## config.mk

```make
export PLATFORM = sky130hd
export DESIGN_NAME = seg_scan_ctrl_flat
export DESIGN_NICKNAME = d
export VERILOG_FILES = /design/src/rtl/seg_scan_ctrl_if.sv /design/src/rtl/seg_scan_ctrl.sv /design/src/flat_wrapper.sv
export SDC_FILE = /design/constraint.sdc
export NUM_CORES = 1
export LEC_CHECK = 0
export ABC_AREA = 0
export CAP_MARGIN = 15
export CORE_ASPECT_RATIO = 0.7
export CORE_MARGIN = 2
export CORE_UTILIZATION = 59
export DETAILED_ROUTE_END_ITERATION = 10
export PLACE_DENSITY_LB_ADDON = 0.12
export SYNTH_ARGS = -nofsm -noshare
export SYNTH_HDL_FRONTEND = slang
export SYNTH_SLANG_ARGS = --single-unit
export TNS_END_PERCENT = 10
```

## constraint.sdc

```tcl
create_clock -name clk -period 3.4 [get_ports clk]
set_input_delay 0.68 -clock clk [delete_from_list [all_inputs] [get_ports clk]]
set_output_delay 0.68 -clock clk [all_outputs]
set_load 0.02 [all_outputs]
```

## src/rtl/seg_scan_ctrl_if.sv

```systemverilog
// rtl/seg_scan_ctrl_if.sv - write/commit/config and pin-drive bundle for seg_scan_ctrl
interface seg_scan_ctrl_if #(
    parameter int NUM_DIGITS = 8,
    parameter int DIM_W      = 3
);
    localparam int IDX_W = (NUM_DIGITS > 1) ? $clog2(NUM_DIGITS) : 1;

    logic                  wr_en;
    logic [IDX_W-1:0]      wr_idx;
    logic [7:0]            wr_data;
    logic                  commit;
    logic [NUM_DIGITS-1:0] blink_mask;
    logic [DIM_W-1:0]      brightness;
    logic [7:0]            seg_out;
    logic [NUM_DIGITS-1:0] seg_an;
    logic                  commit_pending;
    logic                  commit_ack;
    logic                  frame_done;

    modport master (
        output wr_en, wr_idx, wr_data, commit, blink_mask, brightness,
        input  seg_out, seg_an, commit_pending, commit_ack, frame_done
    );

    modport slave (
        input  wr_en, wr_idx, wr_data, commit, blink_mask, brightness,
        output seg_out, seg_an, commit_pending, commit_ack, frame_done
    );
endinterface

```

## src/rtl/seg_scan_ctrl.sv

```systemverilog
// rtl/seg_scan_ctrl.sv - double-buffered 7-seg scan controller with blink, PWM dim and commit ack
// Optional anti-ghost dead time at slot start: define SEG_SCAN_GHOST_BLANK_EN.
module seg_scan_ctrl #(
    parameter int NUM_DIGITS  = 8,
    parameter int SCAN_DIV_W  = 17,
    parameter int DIM_W       = 3,
    parameter int BLINK_DIV_W = 26
) (
    input  logic          clk,
    input  logic          rst_n,
    seg_scan_ctrl_if.slave bus
);
    localparam int IDX_W = (NUM_DIGITS > 1) ? $clog2(NUM_DIGITS) : 1;
    localparam logic [IDX_W-1:0] LAST_IDX = IDX_W'(NUM_DIGITS - 1);

    typedef enum logic {
        ST_IDLE,
        ST_PENDING
    } commit_state_t;

    commit_state_t r_state;
    commit_state_t w_state_nxt;

    logic [SCAN_DIV_W-1:0]  r_slot_cnt;
    logic [IDX_W-1:0]       r_scan_idx;
    logic [BLINK_DIV_W-1:0] r_blink_cnt;
    logic                   r_blink_phase;
    logic [7:0]             r_shadow  [NUM_DIGITS];
    logic [7:0]             r_display [NUM_DIGITS];
    logic                   r_commit_ack;
    logic [NUM_DIGITS-1:0]  r_seg_an;
    logic [7:0]             r_seg_out;

    logic                   w_slot_wrap;
    logic                   w_boundary;
    logic                   w_apply;
    logic                   w_lit;
    logic                   w_blank;
    logic                   w_ghost;
    logic                   w_wr_ok;
    logic [NUM_DIGITS-1:0]  w_an_onehot;

    assign w_slot_wrap = &r_slot_cnt;
    assign w_boundary  = w_slot_wrap && (r_scan_idx == LAST_IDX);
    assign w_wr_ok     = bus.wr_en && (32'(bus.wr_idx) < NUM_DIGITS);

    always_ff @(posedge clk or negedge rst_n) begin
        if (!rst_n) begin
            r_slot_cnt    <= '0;
            r_scan_idx    <= '0;
            r_blink_cnt   <= '0;
            r_blink_phase <= 1'b0;
        end else begin
            r_slot_cnt  <= r_slot_cnt + 1'b1;
            r_blink_cnt <= r_blink_cnt + 1'b1;
            // Explicit wrap keeps non-power-of-2 digit counts inside the legal range
            if (w_slot_wrap) begin
                r_scan_idx <= (r_scan_idx == LAST_IDX) ? '0 : r_scan_idx + 1'b1;
            end
            if (&r_blink_cnt) begin
                r_blink_phase <= ~r_blink_phase;
            end
        end
    end

    always_ff @(posedge clk or negedge rst_n) begin
        if (!rst_n) begin
            r_state <= ST_IDLE;
        end else begin
            r_state <= w_state_nxt;
        end
    end

    // A commit arriving while already pending is simply absorbed
    always_comb begin
        w_state_nxt = r_state;
        w_apply     = 1'b0;
        case (r_state)
            ST_IDLE: begin
                if (bus.commit) begin
                    w_state_nxt = ST_PENDING;
                end
            end
            ST_PENDING: begin
                if (w_boundary) begin
                    w_apply     = 1'b1;
                    w_state_nxt = ST_IDLE;
                end
            end
            default: w_state_nxt = ST_IDLE;
        endcase
    end

    always_ff @(posedge clk or negedge rst_n) begin
        if (!rst_n) begin
            for (int i = 0; i < NUM_DIGITS; i++) begin
                r_shadow[i]  <= 8'h00;
                r_display[i] <= 8'h00;
            end
            r_commit_ack <= 1'b0;
        end else begin
            if (w_wr_ok) begin
                r_shadow[bus.wr_idx] <= bus.wr_data;
            end
            // Copy samples the pre-edge shadow, so a same-cycle write misses it
            if (w_apply) begin
                for (int i = 0; i < NUM_DIGITS; i++) begin
                    r_display[i] <= r_shadow[i];
                end
            end
            r_commit_ack <= w_apply;
        end
    end

    assign w_lit       = r_slot_cnt[SCAN_DIV_W-1 -: DIM_W] <= bus.brightness;
    assign w_blank     = r_blink_phase && bus.blink_mask[r_scan_idx];
    assign w_an_onehot = NUM_DIGITS'(1) << r_scan_idx;

`ifdef SEG_SCAN_GHOST_BLANK_EN
    assign w_ghost = r_slot_cnt < SCAN_DIV_W'(16);
`else
    assign w_ghost = 1'b0;
`endif

    always_ff @(posedge clk or negedge rst_n) begin
        if (!rst_n) begin
            r_seg_an  <= '0;
            r_seg_out <= 8'h00;
        end else if (w_lit && !w_blank && !w_ghost) begin
            r_seg_an  <= w_an_onehot;
            r_seg_out <= r_display[r_scan_idx];
        end else begin
            r_seg_an  <= '0;
            r_seg_out <= 8'h00;
        end
    end

    assign bus.seg_out        = r_seg_out;
    assign bus.seg_an         = r_seg_an;
    assign bus.commit_pending = (r_state == ST_PENDING);
    assign bus.commit_ack     = r_commit_ack;
    assign bus.frame_done     = w_boundary;
endmodule
```

## src/flat_wrapper.sv

```systemverilog
// flat-port wrapper written by rule: the top's interface ports become plain ports
module seg_scan_ctrl_flat 
#(
    parameter int NUM_DIGITS  = 8,
    parameter int SCAN_DIV_W  = 17,
    parameter int DIM_W       = 3,
    parameter int BLINK_DIV_W = 26
)
  (clk, rst_n, bus_wr_en, bus_wr_idx, bus_wr_data, bus_commit, bus_blink_mask, bus_brightness, bus_seg_out, bus_seg_an, bus_commit_pending, bus_commit_ack, bus_frame_done);
  seg_scan_ctrl_if #(.NUM_DIGITS(NUM_DIGITS), .DIM_W(DIM_W)) bus_i ();
  input  logic clk;
  input  logic rst_n;
  input wire logic [$bits(bus_i.wr_en)-1:0] bus_wr_en;
  input wire logic [$bits(bus_i.wr_idx)-1:0] bus_wr_idx;
  input wire logic [$bits(bus_i.wr_data)-1:0] bus_wr_data;
  input wire logic [$bits(bus_i.commit)-1:0] bus_commit;
  input wire logic [$bits(bus_i.blink_mask)-1:0] bus_blink_mask;
  input wire logic [$bits(bus_i.brightness)-1:0] bus_brightness;
  output wire logic [$bits(bus_i.seg_out)-1:0] bus_seg_out;
  output wire logic [$bits(bus_i.seg_an)-1:0] bus_seg_an;
  output wire logic [$bits(bus_i.commit_pending)-1:0] bus_commit_pending;
  output wire logic [$bits(bus_i.commit_ack)-1:0] bus_commit_ack;
  output wire logic [$bits(bus_i.frame_done)-1:0] bus_frame_done;
  assign bus_i.wr_en = bus_wr_en;
  assign bus_i.wr_idx = bus_wr_idx;
  assign bus_i.wr_data = bus_wr_data;
  assign bus_i.commit = bus_commit;
  assign bus_i.blink_mask = bus_blink_mask;
  assign bus_i.brightness = bus_brightness;
  assign bus_seg_out = bus_i.seg_out;
  assign bus_seg_an = bus_i.seg_an;
  assign bus_commit_pending = bus_i.commit_pending;
  assign bus_commit_ack = bus_i.commit_ack;
  assign bus_frame_done = bus_i.frame_done;
  seg_scan_ctrl #(.NUM_DIGITS(NUM_DIGITS), .SCAN_DIV_W(SCAN_DIV_W), .DIM_W(DIM_W), .BLINK_DIV_W(BLINK_DIV_W)) u_core (.clk(clk), .rst_n(rst_n), .bus(bus_i));
endmodule
```

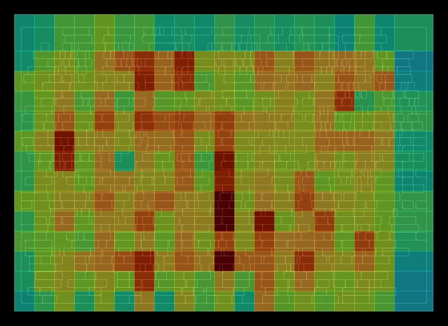
Fig. 1. Routing congestion map (run 1).
Total GRT Usage: 0.2363
grt peak-use layer: met2
met2 Use GR: 0.3781
met1 usage: 0.3280

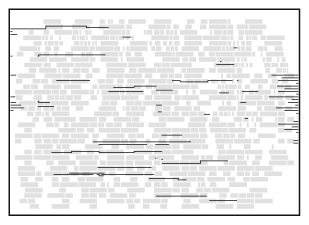
Fig. 2. M3 wires (run 1).
Scale: 2 px per um. Cells faint in the background.
share of all routed wire: 4.5%
nets with wire on the layer: 53

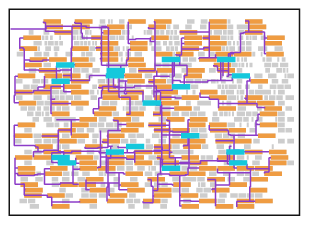
Fig. 3. Clock network drawn from the DEF (run 1).
Scale: 2 px per um.
legend:
  flip-flops:
    colour: orange
    count: 193
  clock wires:
    colour: purple
    length: 2010 um
  cells driving clock nets:
    colour: cyan
    count: 17
routed clock nets: 18
Late-Pin Clk Latency: 0.42 ns
final clock skew: 0.006713 ns
Clk pwr share: 0.435
clock group total power: 2180 uW

==> flow_metrics.py, run 1 <==
# Metrics from the implementation run
metrics = {
    "place": {
        "dpl.hpwl_um": 10320,
        "numPortBuffers": 44,
        "gp_congestion": 0.7635,
    },
    "clock_network": {
        "cts-buffers-inserted": 17,
        "cts_setup_buffers": 0,
        "cts_tree": "yes",
        "clkTransAtPathRegs_ns": 0.07,
        "hold_buffers": 0,
        "cts_sinks": 193,
    },
    "critical_path": {
        "path_class": "reg2out",
        "crit_buf_inv": 2,
        "reg2reg_to": "u_core.r_display[48]$_DFFE_PN0P_",
        "cp_max_fo": 4,
        "reg2reg_from": "u_core.r_slot_cnt[0]$_DFF_PN0_",
        "cpPeakStageDelay_ns": 0.39,
        "ff2ff_setup_slack_ns": 0.74,
        "cp.required_ns": 2.72,
        "cp-start-kind": "flop",
    },
    "routing": {
        "post-route-drc-count": 0,
        "drt-pass1-iter-count": 4,
        "drtAntennaViolNets": 0,
        "drt_iter0_markers": 264,
    },
    "yosys": {
        "ys_seq_share": 0.5931,
        "top_area_cell": "dfrtp_1",
        "postSynthAreaPerCell_sq_um": 13.92,
        "syn_nets": 623,
        "yosysWarnings": 0,
        "synthTopCellsByCount": "dfrtp_1, mux2_2, mux2i_1, xnor2_1, nand2_1",
        "syn_inst": 585,
        "netlist_area_sq_mm": 0.008143,
        "ff_type": "dfrtp_1",
    },
    "pwr": {
        "swShare": 0.2100,
        "seq_power_share": 0.507,
        "p_sw_uw": 1054,
    },
    "floorplanning": {
        "die_area_sq_mm": 0.01477,
        "rows": 35,
        "die_x_um": 144.4,
    },
    "sta": {
        "setup_viol": 0,
        "slew_viol_final": 0,
        "finalHoldViolations": 0,
        "fin_crit_ns": 2.939,
        "max_clock_freq_mhz": 340.3,
    },
    "status": {
        "outcome": "complete, no violations",
    },
    "grt": {
        "grt_max_degree": 81,
    },
    "final_layout": {
        "reg_top3": "u_core.r_display x64, u_core.r_shadow x64, u_core.r_blink_cnt x26",
        "n_fill_cell": 914,
    },
}
==> run 1: metal layers <==
layer	up-vias	part of all wire	routed length, um	GRT usage
li1	2192	-	-	-
met1	2457	0.47	7475	0.3280
met2	98	0.47	7584	0.3781
met3	21	0.045	716	0.05858
met4	0	0.013	212	0.06721
met5	-	0	0	0
==> run 1: cell type report <==
cell class              instances  area, sq um  share of cell area
flip-flops and latches        193         4831              0.5066
repair buffers                 63        614.3             0.06443
multi-input cells             357         3162              0.3316
clock inverters                11        201.4             0.02113
clock buffers                  21        450.4             0.04724
well taps                     185        231.5             0.02428
inverters                      12        45.04            0.004724
==> run 1: cells in the final DEF (no fill, tap or decap), types with 3 or more instances in the layout <==
master	netlist	final
ha_1	12	12
nor3_1	9	8
mux2i_1	34	34
nor2_1	13	13
dfrtp_1	193	192
nand3_1	21	21
nand4b_1	3	3
xnor2_1	30	30
clkbuf_16	0	17
nor3_2	12	12
xor2_1	9	9
nand4_1	11	11
buf_4	0	17
nor4b_1	3	3
clkdlybuf4s50_1	0	42
clkinvlp_4	0	3
clkbuf_1	10	3
nand2_1	27	27
and3_1	9	8
nor2b_1	3	3
inv_1	12	12
mux2_2	128	128
a22oi_1	16	16
bufinv_16	0	5
==> run 1: worst max-delay path by stage <==
stage,start,to,slack [ns],cells after the start
finish,u_core.r_slot_cnt[0]$_DFF_PN0_,bus_frame_done,0.46,8
global route,u_core.r_slot_cnt[0]$_DFF_PN0_,bus_frame_done,0.30,8
detailed placement,u_core.r_slot_cnt[0]$_DFF_PN0_,bus_frame_done,0.40,8
global placement,u_core.r_slot_cnt[0]$_DFF_PN0_,bus_frame_done,0.47,8
CTS,u_core.r_slot_cnt[0]$_DFF_PN0_,bus_frame_done,0.02,8
floorplan,u_core.r_slot_cnt[0]$_DFF_PN0_,u_core.r_display[10]$_DFFE_PN0P_,0.69,10
==> run 1: through the flow <==
| step | hold slack, ns | cell area [sq um] | utilization | setup slack (ns) | power (uW) |
|---|---|---|---|---|---|
| 4_1_cts | 0.2906 | 9512 | 0.7145 | 0.01923 | 5062 |
| 2_1_floorplan | 0.3844 | 8143 | - | 0.6906 | 2729 |
| 6_report | 0.2671 | 9535 | 0.7163 | 0.4610 | 5020 |
| 5_1_grt | 0.3033 | 9535 | 0.7163 | 0.2994 | 5200 |
| 3_3_place_gp | 0.4510 | 8855 | 0.6651 | 0.4744 | 2848 |
| 3_5_place_dp | 0.4649 | 8855 | 0.6651 | 0.3963 | 2879 |
==> run 1: logic make-up after synthesis <==
logic type	count (synthesis)	synth area share
and+or+nand+nor	121	0.08528
AOI/OAI and AO/OA	22	0.01952
adders and majority gates	12	0.01844
buffers and inverters	35	0.02013
muxes	163	0.2216
DFF	193	0.5931
xor gates and xnor gates	39	0.04195
==> run 1: power by group through the flow <==
| stage | Combinational (uW) | Sequential (uW) | Clock (uW) |
|---|---|---|---|
| 4_1_cts | 297 | 2540 | 2220 |
| 6_report | 291 | 2540 | 2180 |
| 3_3_place_gp | 279 | 2570 | 0 |
| 2_1_floorplan | 173 | 2560 | 0 |
| 5_1_grt | 323 | 2560 | 2310 |
| 3_5_place_dp | 294 | 2580 | 0 |
Fig. 4: run 1, metal layers overlaid
Scale: 2 px per um.
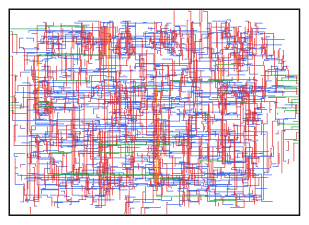

## Run 2: what changed since run 1
--- a/config.mk
+++ b/config.mk
@@ -8,7 +8,6 @@
 export ABC_AREA = 0
 export CAP_MARGIN = 15
 export CORE_ASPECT_RATIO = 0.7
-export CORE_MARGIN = 2
 export CORE_UTILIZATION = 59
 export DETAILED_ROUTE_END_ITERATION = 10
 export PLACE_DENSITY_LB_ADDON = 0.12
==> constraint.sdc (replaced) <==
create_clock -name clk -period 3.4 [get_ports clk]
set_input_delay 0.68 -clock clk [delete_from_list [all_inputs] [get_ports clk]]
set_output_delay 0.68 -clock clk [all_outputs]
set_load 0.01 [all_outputs]
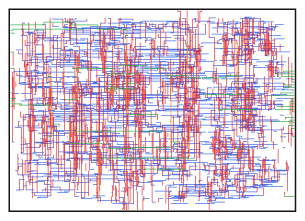
Fig. 5. Metal layers overlaid (run 2).
Scale: 2 px per um.
legend:
  met2:
    colour: red
    wire_length: 7510 um
  met4:
    colour: orange
    wire_length: 260 um
  met3:
    colour: green
    wire_length: 602 um
  met1:
    colour: blue
    wire_length: 7700 um

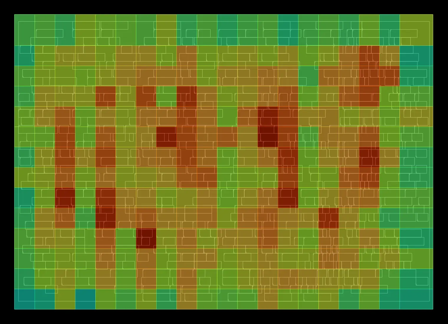
Fig. 6. Routing congestion map (run 2).
met1 usage: 0.3521
met3 Use GR: 0.04866
Util after Layout: 0.7099
met2 Use GR: 0.3824

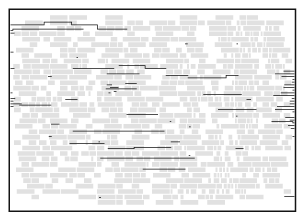
Fig. 7. M3 wires (run 2).
Scale: 2 px per um. Cells faint in the background.
main direction: horizontal
wire length on this layer: 602 um
nets with wire on the layer: 50

==> flow_metrics.py, run 2 <==
# Metrics from the implementation run
metrics = {
    "yosys": {
        "syn_inst": 585,
        "syn_nets": 623,
        "ys_seq_share": 0.5931,
        "top_area_cell": "dfrtp_1",
        "netlist_area_sq_mm": 0.008143,
        "postSynthAreaPerCell_sq_um": 13.92,
        "synthTopCellsByCount": "dfrtp_1, mux2_2, mux2i_1, xnor2_1, nand2_1",
        "ff_type": "dfrtp_1",
        "yosysWarnings": 0,
        "synth.top_cell.area_share": 0.5931,
    },
    "sta": {
        "max_clock_freq_mhz": 311.9,
        "finClkSkew_ns": 0.009167,
        "setup_viol": 0,
        "slew_viol_final": 0,
        "finalHoldViolations": 0,
        "fin_crit_ns": 3.206,
        "hold_slack_ns": 0.3337,
    },
    "routing": {
        "drtAntennaViolNets": 0,
        "post-route-drc-count": 0,
        "drt_iter0_markers": 241,
        "drt-pass1-iter-count": 4,
    },
    "critical_path": {
        "cp-start-kind": "flop",
        "cp.required_ns": 2.72,
        "cp_max_fo": 4,
        "slowest_stage": "clkdlybuf4s50_1",
        "path_class": "reg2out",
        "cpPeakStageDelay_ns": 0.53,
    },
    "floorplanning": {
        "boundaryPins": 45,
        "die_x_um": 142.4,
        "die_area_sq_mm": 0.01428,
        "rows": 35,
    },
    "final_layout": {
        "fin_area_sq_mm": 0.009450,
        "logic_area_sq_mm": 0.003169,
        "final_cell_mix": "dfrtp_1, mux2_2, clkdlybuf4s50_1",
        "flop_area_sq_mm": 0.004831,
        "n_fill_cell": 943,
        "final_common_cell": "dfrtp_1",
    },
    "place": {
        "numPortBuffers": 44,
        "gp_congestion": 0.8017,
        "place_area_sq_mm": 0.008842,
        "dpl.hpwl_um": 10260,
    },
    "pwr": {
        "vdd_drop_max_mv": 0.4204,
    },
    "clock_network": {
        "hold_buffers": 0,
        "clk_latency_ns": 0.43,
        "cts_sinks": 193,
        "cts_tree": "yes",
    },
    "job": {
        "cap_violations": 0,
    },
    "status": {
        "outcome": "complete, no violations",
    },
}
run 2: cell counts after synthesis:
Identical to the previous run, type by type.
run 2: logic make-up after synthesis:
| group | Yosys count | synth area share |
|---|---|---|
| muxes | 163 | 0.2216 |
| and+or+nand+nor | 121 | 0.08528 |
| DFF | 193 | 0.5931 |
| xor gates and xnor gates | 39 | 0.04195 |
| adders and majority gates | 12 | 0.01844 |
| AOI/OAI and AO/OA | 22 | 0.01952 |
| buffers and inverters | 35 | 0.02013 |
run 2: critical path, delay by kind of cell, from the launching register on:
kind	cells	cell delay, ns
fa+ha+maj	2	0.43
flops	1	0.39
simple gates	4	0.66
buf+inv	2	0.62
run 2: worst paths after layout:
check	to	start	depth (start not counted)	slack, ns
worst max-delay path	bus_frame_done	u_core.r_slot_cnt[0]$_DFF_PN0_	8	0.19
worst min-delay path	u_core.r_blink_cnt[12]$_DFF_PN0_	rst_n	1	0.33
worst max register to register	u_core.r_display[26]$_DFFE_PN0P_	u_core.r_slot_cnt[0]$_DFF_PN0_	10	0.73
worst min register to register	u_core.r_blink_phase$_DFFE_PN0P_	u_core.r_blink_phase$_DFFE_PN0P_	1	0.47
max in group asynchronous	u_core.r_shadow[19]$_DFFE_PN0P_	rst_n	2	2.27
min in group clk	u_core.r_blink_phase$_DFFE_PN0P_	u_core.r_blink_phase$_DFFE_PN0P_	1	0.47
run 2: timing repair:
action | 4_1_cts | 5_1_grt
gates resized | 3 | 1
setup buffers | 1 | 1
pin swaps | 1 | 1
endpoints found under the setup margin | 1 | 1
run 2: area by class of cell:
cell class              instances  area share
repair buffers                 60     0.06342
inverters                      12    0.004766
multi-input cells             357      0.3354
clock inverters                11     0.01496
clock buffers                  19     0.04581
well taps                     185     0.02449
flip-flops and latches        193      0.5112
run 2: metrics by stage:
stage	utilization	setup slack (ns)
2_1_floorplan	-	0.6907
3_3_place_gp	0.6642	0.3899
3_5_place_dp	0.6642	0.3223
4_1_cts	0.7089	0.008569
5_1_grt	0.7099	0.05351
6_report	0.7099	0.1938
run 2: layer usage:
layer | wire length [um] | track usage
met1 | 7703 | 0.3521
met2 | 7507 | 0.3824
met3 | 602 | 0.04866
met4 | 259 | 0.08850
met5 | 0 | 0
run 2: power by group:
group,switching [uW],internal (uW)
Clock,826,1140
Sequential,79.2,2460
Combinational,123,167
Power figures rest on the tool's default switching activity, not on a simulated workload.
